File: config.mk
export PLATFORM = sky130hd
export DESIGN_NAME = gpio_ctrl
export DESIGN_NICKNAME = d
export VERILOG_FILES = /design/src/rtl/gpio_ctrl_pkg.sv /design/src/rtl/gpio_ctrl_sync.sv /design/src/rtl/gpio_ctrl.sv
export SDC_FILE = /design/constraint.sdc
export NUM_CORES = 1
export LEC_CHECK = 0
export CAP_MARGIN = 20
export CORE_MARGIN = 2
export CORE_UTILIZATION = 31
export DETAILED_ROUTE_END_ITERATION = 10
export PLACE_DENSITY = 0.76
export SYNTH_ARGS = -nofsm -noshare
export SYNTH_HDL_FRONTEND = slang
export SYNTH_SLANG_ARGS = --single-unit
File: constraint.sdc
create_clock -name clk -period 1.3 [get_ports clk]
set_input_delay 0.13 -clock clk [delete_from_list [all_inputs] [get_ports clk]]
set_output_delay 0.13 -clock clk [all_outputs]
set_load 0.02 [all_outputs]
File: src/rtl/gpio_ctrl_pkg.sv
// Shared bus widths, register offsets and bus FSM encoding for the GPIO controller.
package gpio_ctrl_pkg;
    localparam int MRAV_ADDR_WIDTH = 32;
    localparam int MRAV_DATA_WIDTH = 32;

    localparam logic [2:0] GPIO_REG_DATA_OUT = 3'd0;
    localparam logic [2:0] GPIO_REG_DIR      = 3'd1;
    localparam logic [2:0] GPIO_REG_DATA_IN  = 3'd2;
    localparam logic [2:0] GPIO_REG_IRQ_EN   = 3'd3;
    localparam logic [2:0] GPIO_REG_IRQ_PEND = 3'd4;
    localparam logic [2:0] GPIO_REG_IRQ_POL  = 3'd5;

    localparam int GPIO_MAX_SYNC_STAGES = 4;

    typedef enum logic {GPIO_IDLE, GPIO_ACK} gpio_bus_state_t;
endpackage

File: src/rtl/gpio_ctrl_sync.sv
// WIDTH-wide, SYNC_STAGES-deep input synchroniser; dout is the last stage.
module gpio_sync #(
    parameter int WIDTH       = 8,
    parameter int SYNC_STAGES = 2
) (
    input  logic             clk,
    input  logic             rst,
    input  logic [WIDTH-1:0] din,
    output logic [WIDTH-1:0] dout
);
    logic [SYNC_STAGES-1:0][WIDTH-1:0] stg;

    always_ff @(posedge clk) begin
        if (rst) stg <= '0;
        else     stg <= {stg[SYNC_STAGES-2:0], din};
    end

    assign dout = stg[SYNC_STAGES-1];
endmodule

File: src/rtl/gpio_ctrl.sv
// Parametrised GPIO controller: direction/data registers, synchronised inputs and,
// with MRAV_GPIO_IRQ_EN defined, per-pin edge interrupts (enable, sticky pending, polarity).
module gpio_ctrl
    import gpio_ctrl_pkg::*;
#(
    parameter int WIDTH       = 8,
    parameter int SYNC_STAGES = 2,
    parameter int ADDR_LSB    = 0
) (
    input  logic                       clk,
    input  logic                       rst,
    input  logic                       read,
    input  logic                       write,
    output logic                       read_done,
    output logic                       write_done,
    input  logic [MRAV_ADDR_WIDTH-1:0] addr,
    input  logic [MRAV_DATA_WIDTH-1:0] cpu_data_out,
    output logic [MRAV_DATA_WIDTH-1:0] cpu_data_in,
    output logic [WIDTH-1:0]           external_output,
    output logic [WIDTH-1:0]           external_oe,
    input  logic [WIDTH-1:0]           external_input,
    output logic                       irq
);
    gpio_bus_state_t state, state_nxt;
    logic                       ack_wr;
    logic [2:0]                 off;
    logic [WIDTH-1:0]           wdata, data_out_q, dir_q, din;
    logic                       wr_en, rd_en;
    logic [MRAV_DATA_WIDTH-1:0] rdata;
    logic                       unused_bits;

    assign off         = addr[ADDR_LSB+2:ADDR_LSB];
    assign wdata       = cpu_data_out[WIDTH-1:0];
    assign wr_en       = (state == GPIO_IDLE) && write;
    assign rd_en       = (state == GPIO_IDLE) && read && !write;
    assign unused_bits = ^{cpu_data_out, addr};

    gpio_sync #(.WIDTH(WIDTH), .SYNC_STAGES(SYNC_STAGES)) u_sync (
        .clk  (clk),
        .rst  (rst),
        .din  (external_input),
        .dout (din)
    );

    always_ff @(posedge clk) begin
        if (rst) state <= GPIO_IDLE;
        else     state <= state_nxt;
    end

    always_comb begin
        state_nxt = state;
        case (state)
            GPIO_IDLE: if (write || read) state_nxt = GPIO_ACK;
            GPIO_ACK:  state_nxt = GPIO_IDLE;
            default:   state_nxt = GPIO_IDLE;
        endcase
    end

    always_comb begin
        read_done  = 1'b0;
        write_done = 1'b0;
        if (state == GPIO_ACK) begin
            write_done = ack_wr;
            read_done  = !ack_wr;
        end
    end

    always_ff @(posedge clk) begin
        if (rst) begin
            ack_wr      <= 1'b0;
            data_out_q  <= '0;
            dir_q       <= '0;
            cpu_data_in <= '0;
        end else begin
            if (state == GPIO_IDLE) ack_wr <= write;
            if (wr_en) begin
                case (off)
                    GPIO_REG_DATA_OUT: data_out_q <= wdata;
                    GPIO_REG_DIR:      dir_q      <= wdata;
                    default: ;
                endcase
            end
            if (rd_en) cpu_data_in <= rdata;
        end
    end

    assign external_output = data_out_q;
    assign external_oe     = dir_q;

`ifdef MRAV_GPIO_IRQ_EN
    logic [WIDTH-1:0] irq_en_q, irq_pol_q, irq_pend_q, prev_q, evt, w1c;
    logic             irq_q;

    assign evt = (din & ~prev_q & ~irq_pol_q) | (~din & prev_q & irq_pol_q);
    assign w1c = (wr_en && off == GPIO_REG_IRQ_PEND) ? wdata : '0;

    // A fresh event outranks a W1C of the same bit.
    always_ff @(posedge clk) begin
        if (rst) begin
            irq_en_q   <= '0;
            irq_pol_q  <= '0;
            irq_pend_q <= '0;
            prev_q     <= '0;
            irq_q      <= 1'b0;
        end else begin
            prev_q     <= din;
            irq_pend_q <= (irq_pend_q & ~w1c) | evt;
            irq_q      <= |(irq_pend_q & irq_en_q);
            if (wr_en) begin
                case (off)
                    GPIO_REG_IRQ_EN:  irq_en_q  <= wdata;
                    GPIO_REG_IRQ_POL: irq_pol_q <= wdata;
                    default: ;
                endcase
            end
        end
    end

    assign irq = irq_q;
`else
    assign irq = 1'b0;
`endif

    always_comb begin
        rdata = '0;
        case (off)
            GPIO_REG_DATA_OUT: rdata[WIDTH-1:0] = data_out_q;
            GPIO_REG_DIR:      rdata[WIDTH-1:0] = dir_q;
            GPIO_REG_DATA_IN:  rdata[WIDTH-1:0] = din;
`ifdef MRAV_GPIO_IRQ_EN
            GPIO_REG_IRQ_EN:   rdata[WIDTH-1:0] = irq_en_q;
            GPIO_REG_IRQ_PEND: rdata[WIDTH-1:0] = irq_pend_q;
            GPIO_REG_IRQ_POL:  rdata[WIDTH-1:0] = irq_pol_q;
`endif
            default: ;
        endcase
    end
endmodule

Run 1, local utilization:
(4 px per µm) The die is cut into 8 by 8 equal tiles; dark blue is low, red is high, 0 to 100% covered.
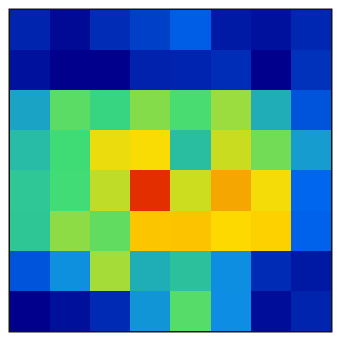
The fullest tile reaches 95%. 9.4% of the tiles are over 75% full. 6.2% of the tiles are nearly empty.
Post-Route Utilization: 42.8%
Core Box Area: 5570 µm²
Pre-Place Util: 32.3%

Run 1, track usage over the die:
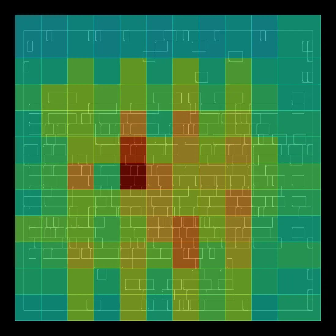
Top Usage Layer GRT: met2
Avg WL per Cell: 11.7 µm
M3 GR Usage: 3.71%
met2 usage: 18.8%

Run 1, wires at chosen ports, followed through buffers:
(3 px per µm)
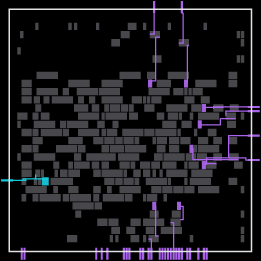
Key: cpu_data_out = purple [bits 32, direction input, end cells 8, wire 179 µm]; write_done = cyan [bits 1, direction output, end cells 1, wire 15.0 µm]
port bufs: 48
Top-Level Pins: 127

==> results_slide.txt, run 1 <==
Physical Implementation Snapshot

Status
  • Status: finished with violations
  • Violated checks: setup timing

Synthesis
  • Simple-Gate Fraction of Synth Area: between 15 and 20%
  • Yosys cell types: 25
  • Mean Syn Cell Area: between 9 and 10 µm²
  • AND-OR/OR-AND share of the synthesized area: 8.54%
  • Synth warn: 0
  • Seq/Total Area, Yosys: 46.6%

Final layout
  • Flops: between 40 and 50
  • Top cell category: registers
  • Number of non-clock buffers: ~59
  • Non-Filler Instances: about 300
  • Clk_buf instances: 6
  • Commonest Layout Cell: dfxtp_1
  • Gate Area: approximately 810 µm²

Critical path
  • CP required: approximately 1500 ps
  • Crit path max fanout: 8
  • Critical path depth: 4
  • Worst path max stage delay: roughly 400 ps

Die
  • Tapcell count: 72
  • Die width: ~80 µm

Timing
  • Final worst slack: -21.2 ps
  • Setup violations, final: 4
  • Clock skew: about 6.7 ps
  • Worst hold slack: about 390 ps

GRT
  • Initial antenna violation count: 0
  • Global-route wire length before repair: around 5.6 mm

Clock network
  • CTS H-tree lvls: 2
  • Post-cts hold buffer count: 0
  • Clock latency at the later pin of the worst-skew pair: about 290 ps
  • CTS max path bufs: 2
  • CTS tree: yes

Run
  • Tool warnings: about 82

Hold path
  • Hold EP: u_sync.stg[7]$_SDFF_PP0_
  • Worst hold start: external_input[7]

Drt
  • Pre-antenna DRT Iters: 4
-- run 1: synth_stat cells --
| cell | n | area, µm² |
|---|---|---|
| o21ai_1 | 2 | 10.0 |
| a32o_1 | 8 | 80.1 |
| mux2i_1 | 24 | 240 |
| o22ai_1 | 1 | 6.26 |
| buf_1 | 1 | 3.75 |
| and2_1 | 2 | 12.5 |
| a21oi_1 | 1 | 5.00 |
| o21ai_0 | 5 | 25.0 |
| inv_1 | 1 | 3.75 |
| nor2b_1 | 16 | 100 |
| a2111oi_4 | 1 | 27.5 |
| nor4b_2 | 1 | 15.0 |
| and2b_1 | 1 | 7.51 |
| nor3_1 | 1 | 5.00 |
| nand2_1 | 26 | 97.6 |
| nand2b_1 | 1 | 6.26 |
| inv_2 | 1 | 3.75 |
| clkbuf_1 | 7 | 26.3 |
| nor2_1 | 3 | 11.3 |
| or3b_1 | 1 | 8.76 |
| buf_4 | 26 | 195 |
| buf_2 | 3 | 15.0 |
| conb_1 | 1 | 3.75 |
| nand3b_1 | 7 | 52.6 |
| dfxtp_1 | 42 | 841 |
-- run 1: flip-flops by register name, indices dropped and copies added (netlist names) --
| name | cells |
|---|---|
| external_oe | 8 |
| ack_wr | 1 |
| cpu_data_in | 8 |
| u_sync.stg | 8 |
| external_output | 8 |
| u_sync.dout | 8 |
| state | 1 |
-- run 1: where the power goes --
part	internal (mW)	total (mW)	switching, mW
clock	0.427	0.863	0.436
sequential	1.32	1.34	0.0163
combinational	0.141	0.323	0.182
total	1.89	2.53	0.635
-- run 1: per-layer routing --
layer	track usage, %	part of all wire [%]	up-vias
met5	0	0	-
met1	14.1	44	599
met2	18.8	48	48
met4	4.58	0.86	0
met3	3.71	6.7	4
li1	-	-	666
Run 1, met3 routing:
(6 px per µm)
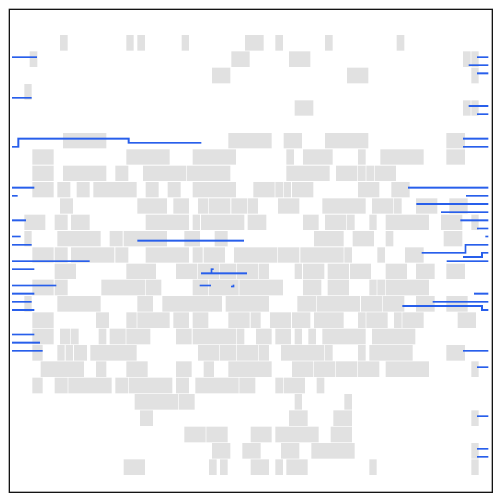

--- run 2 (diff from run 1) ---
--- a/config.mk
+++ b/config.mk
@@ -6,9 +6,11 @@
 export NUM_CORES = 1
 export LEC_CHECK = 0
 export CAP_MARGIN = 20
+export CORE_ASPECT_RATIO = 1.2
 export CORE_MARGIN = 2
 export CORE_UTILIZATION = 31
 export DETAILED_ROUTE_END_ITERATION = 10
+export MAX_ROUTING_LAYER = met4
 export PLACE_DENSITY = 0.76
 export SYNTH_ARGS = -nofsm -noshare
 export SYNTH_HDL_FRONTEND = slang
Run 2, met3 routing:
(6 px per µm)
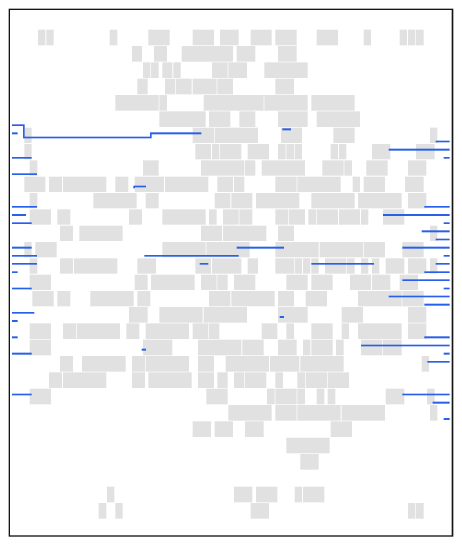
The wires run mostly horizontal. The longest straight run is 21.2 µm. The layer carries 218 µm of wire. The layer holds 6.1% of the routed length.
Vias: 1319
M3 GR Usage: 2.53%

Run 2, track usage over the die:
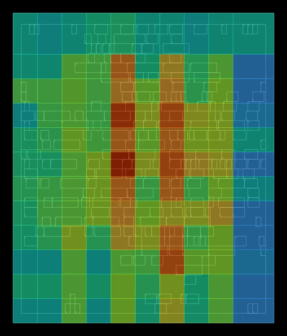
Avg WL per Cell: 11.8 µm
met2 usage: 19.2%

==> run 2 against run 1 <==
  * The run still ends with setup timing left
  * Routed wire length fell by 1.8%
  * Combinational power rose by 2%
  * Critical path type unchanged
  * Sequential power barely moved
  * Area after synthesis did not move
  * Clock skew fell by 1.9 ps
  * Critical endpoint is now cpu_data_in[5]$_SDFFE_PP0P_
  * Utilization fell by 0.27 points
  * Synthesized cell count did not move
  * Highest routed layer unchanged
  * Non-clock buffer count rose by 2
  * Clock power fell by 7.1%
==> results_slide.txt, run 2 <==
Physical Implementation Snapshot

Status
  • Status: finished with violations (unchanged)
  • Violated checks: setup timing (unchanged)

Clock network
  • CTS H-tree lvls: 2 (unchanged)
  • Post-cts hold buffer count: 0 (unchanged)
  • CTS max path bufs: 2 (unchanged)
  • CTS tree: yes (unchanged)
  • Clock latency at the later pin of the worst-skew pair: 290 ps (about the same)

Synthesis
  • Mean Syn Cell Area: 9.85 µm² (unchanged)
  • Top-count cell post-synth: dfxtp_1 (unchanged)
  • Post-synth top cells: dfxtp_1 (42), buf_4 (26), nand2_1 (26) (unchanged)
  • Synth warn: 0 (unchanged)
  • Synth top area share: 46.6% (unchanged)
  • Yosys top cell by area: dfxtp_1 (unchanged)
  • Main area contributors: dfxtp_1 (47%), mux2i_1 (13%), buf_4 (11%) (unchanged)
  • Count of library flops with an enable pin: 0 (unchanged)
  • Most used flip-flop cell: dfxtp_1 (unchanged)
  • Seq/Total Area, Yosys: 46.6% (unchanged)

Timing
  • Worst hold slack: 389 ps (was 390 ps)
  • Clock skew: 4.81 ps (was 6.68 ps)
  • Setup violations, final: 9 (was 4)
  • Final worst slack: -25.0 ps (was -21.2 ps)

Final layout
  • Commonest Layout Cell: dfxtp_1 (unchanged)
  • Non-Filler Instances: 301 (was 309)

Drt
  • Pre-antenna DRT Iters: 4 (unchanged)
  • Routed length on met1: 1.49 mm (was 1.59 mm)
  • WL met3: 217 µm (was 244 µm)

Die
  • Top-Level Pins: 127 (unchanged)
  • Pre-Place Util: 32.0% (was 32.3%)
  • Die width: 73.6 µm (was 80.3 µm)

Run
  • Tool warnings: 82 (unchanged)

Critical path
  • Worst path max stage delay: 390 ps (about the same)

GRT
  • Global routing met1 resource utilization: 13.6% (was 14.1%)
  • Top Usage Layer GRT: met2 (unchanged)
  • Global-route wire length before repair: 5.55 mm (was 5.61 mm)
  • Initial antenna violation count: 0 (unchanged)

Placed design
  • Port bufs: 48 (unchanged)
==> run 2: area by class of cell <==
cell class | count | area [µm²] | area share, %
inverters | 2 | 7.51 | 0.314
repair buffers | 61 | 561 | 23.4
flip-flops and latches | 42 | 842 | 35.2
well taps | 64 | 80.1 | 3.35
multi-input cells | 126 | 820 | 34.3
clock buffers | 6 | 82.6 | 3.45
==> run 2: per-stage QoR <==
step                util [%]  cell area (µm²)  TNS, ps  total power [mW]
floorplan                  -             1900     -610              1.62
CTS                     42.6             2400     -201              2.51
global route            42.5             2390    -1000              2.59
global placement        41.4             2330    -7960              1.70
finish                  42.5             2390     -138              2.47
detailed placement      41.4             2330    -8790              1.71
==> run 2: how the worst max path moves through the flow <==
stage | end | slack [ps] | depth (start not counted)
6_report | cpu_data_in[5]$_SDFFE_PP0P_ | -30 | 4
5_1_grt | cpu_data_in[2]$_SDFFE_PP0P_ | -90 | 4
4_1_cts | cpu_data_in[5]$_SDFFE_PP0P_ | -30 | 4
3_5_place_dp | external_oe[4]$_SDFFE_PP0P_ | -490 | 4
3_3_place_gp | external_oe[4]$_SDFFE_PP0P_ | -420 | 4
2_1_floorplan | cpu_data_in[1]$_SDFFE_PP0P_ | -80 | 4
==> run 2: report_power, final <==
part | internal (mW) | leakage [nW] | switching (mW)
sequential | 1.32 | 0.343 | 0.0169
combinational | 0.146 | 0.727 | 0.184
clock | 0.409 | 0.0431 | 0.394
total | 1.88 | 1.11 | 0.594
==> run 2: what timing repair did <==
item	4_1_cts	5_1_grt
gates resized	33	4
pin swaps	1	1
setup buffers	1	0
endpoints found under the setup margin	50	15
Run 2, clock distribution:
(4 px per µm)
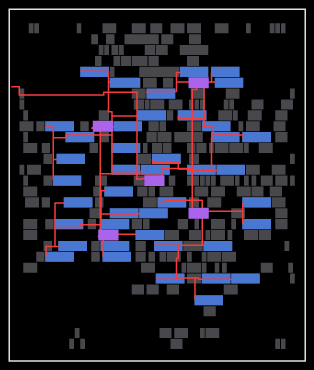

--- run 3 (diff from run 2) ---
--- a/config.mk
+++ b/config.mk
@@ -10,6 +10,7 @@
 export CORE_MARGIN = 2
 export CORE_UTILIZATION = 31
 export DETAILED_ROUTE_END_ITERATION = 10
+export GPL_TIMING_DRIVEN = 0
 export MAX_ROUTING_LAYER = met4
 export PLACE_DENSITY = 0.76
 export SYNTH_ARGS = -nofsm -noshare
Run 3, clock distribution:
(4 px per µm)
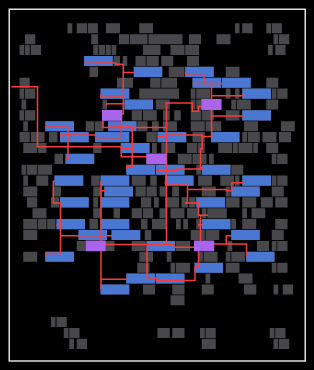
Key: flip-flops = blue [count 42]; clock drivers = purple [count 5]; clock wires = red [length 491 µm]
There are 6 routed clock nets.
clock latency at the later pin of the worst-skew pair: 300 ps
clock skew: 9.24 ps
Clk pwr share: 33.2%

==> run 3 against run 2 <==
  * Non-clock buffer count is 27 higher
  * Largest power group unchanged
  * Sequential share of layout area is 2.5 points lower
  * Sequential power hardly changed
  * Area after synthesis stayed put
  * Routed wire length is 10% higher
  * Synthesized cell count stayed put
  * Hold slack worse by 210 ps
  * Count of clock-buffer cells in the layout is 1 higher
  * The run still ends with setup timing left
  * First-iteration DRC count is 32% lower
  * Power is 4.4% higher
  * Utilization is 3.4 points higher
==> results_slide.txt, run 3 <==
Physical Implementation Snapshot

Critical path
  • Crit path max fanout: 8 (unchanged)

Clock network
  • CTS H-tree lvls: 2 (unchanged)
  • Buffer count from post-CTS setup fixing: 3 (was 1)
  • CTS max path bufs: 2 (unchanged)

Final layout
  • Combinational share of cell area: 31.8% (was 34.3%)
  • Comb gates: 126 (unchanged)
  • Sequential cell area share: 32.7% (was 35.2%)
  • Flops: 42 (unchanged)
  • Final instance area: 2580 µm² (was 2390 µm²)
  • Clk_buf instances: 7 (was 6)
  • Inverters excl. clock: 2 (unchanged)

Timing
  • Worst hold slack: 181 ps (was 389 ps)
  • Setup violations, final: 8 (was 9)
  • Setup TNS: -148 ps (was -138 ps)
  • Final worst slack: -32.1 ps (was -25.0 ps)

GRT
  • Top Usage Layer GRT: met2 (unchanged)

Status
  • Violated checks: setup timing (unchanged)
  • Status: finished with violations (unchanged)

Hold path
  • Hold EP: ack_wr$_SDFFE_PP0N_ (was u_sync.stg[1]$_SDFF_PP0_)
  • Worst hold start: write (was external_input[1])

Synthesis
  • Yosys top cell by area: dfxtp_1 (unchanged)
  • Count of library flops with an enable pin: 0 (unchanged)
  • Yosys cell types: 25 (unchanged)
  • Synth warn: 0 (unchanged)

Pwr
  • Internal: 1.94 mW (was 1.88 mW)
  • Reg power frac: 51.9% (was 54.2%)
  • Sw frac: 24.8% (was 24.0%)

Die
  • Tapcell count: 64 (unchanged)

Drt
  • DR top layer: met4 (unchanged)
Run 3, track usage over the die:
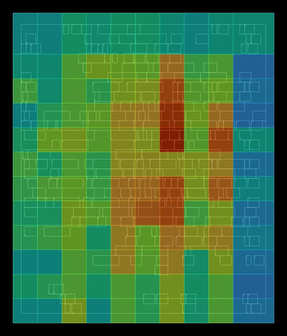
met2 usage: 21.8%
total track usage: 13.0%
M3 GR Usage: 4.49%
Avg WL per Cell: 11.9 µm
global routing met1 resource utilization: 14.8%

## run 3: cell counts after synthesis
Identical to the previous run, type by type.
## run 3: worst min-delay path, stage by stage
cell and delay [ps]:
dlymetal6s2s_1 160, a21oi_1 80, nor2_1 70
## run 3: through the flow
stage / setup slack (ps) / power (mW) / utilization (%)
detailed placement: -597 / 1.74 / 43.5
floorplan: -76.8 / 1.62 / -
finish: -32.1 / 2.58 / 45.9
global placement: -563 / 1.74 / 43.5
global route: -106 / 2.70 / 45.9
CTS: -196 / 2.59 / 45.0
## run 3: how the worst max path moves through the flow
stage                           startpoint                           to  slack (ps)  cells after the start
after CTS                 state$_SDFF_PP0_  cpu_data_in[5]$_SDFFE_PP0P_        -200                      5
after global routing      state$_SDFF_PP0_  cpu_data_in[5]$_SDFFE_PP0P_        -110                      4
final                     state$_SDFF_PP0_  cpu_data_in[7]$_SDFFE_PP0P_         -30                      4
after detailed placement               rst  cpu_data_in[5]$_SDFFE_PP0P_        -600                      5
after global placement                 rst  cpu_data_in[5]$_SDFFE_PP0P_        -560                      5
after floorplan           state$_SDFF_PP0_  cpu_data_in[1]$_SDFFE_PP0P_         -80                      4
## run 3: power groups by stage
stage | clock (mW) | combinational, mW | sequential, mW
floorplan | 0 | 0.239 | 1.38
global route | 0.935 | 0.420 | 1.34
global placement | 0 | 0.370 | 1.37
finish | 0.856 | 0.387 | 1.34
detailed placement | 0 | 0.372 | 1.37
CTS | 0.876 | 0.372 | 1.34
## run 3: cells by family after synthesis
logic type | after synthesis | synth area share [%]
simple gates | 59 | 17.6
other cells | 1 | 0.208
flops | 42 | 46.6
compound gates | 18 | 8.54
buf+inv | 39 | 13.7
mux | 24 | 13.3
Power is estimated from default activity; no workload was simulated.
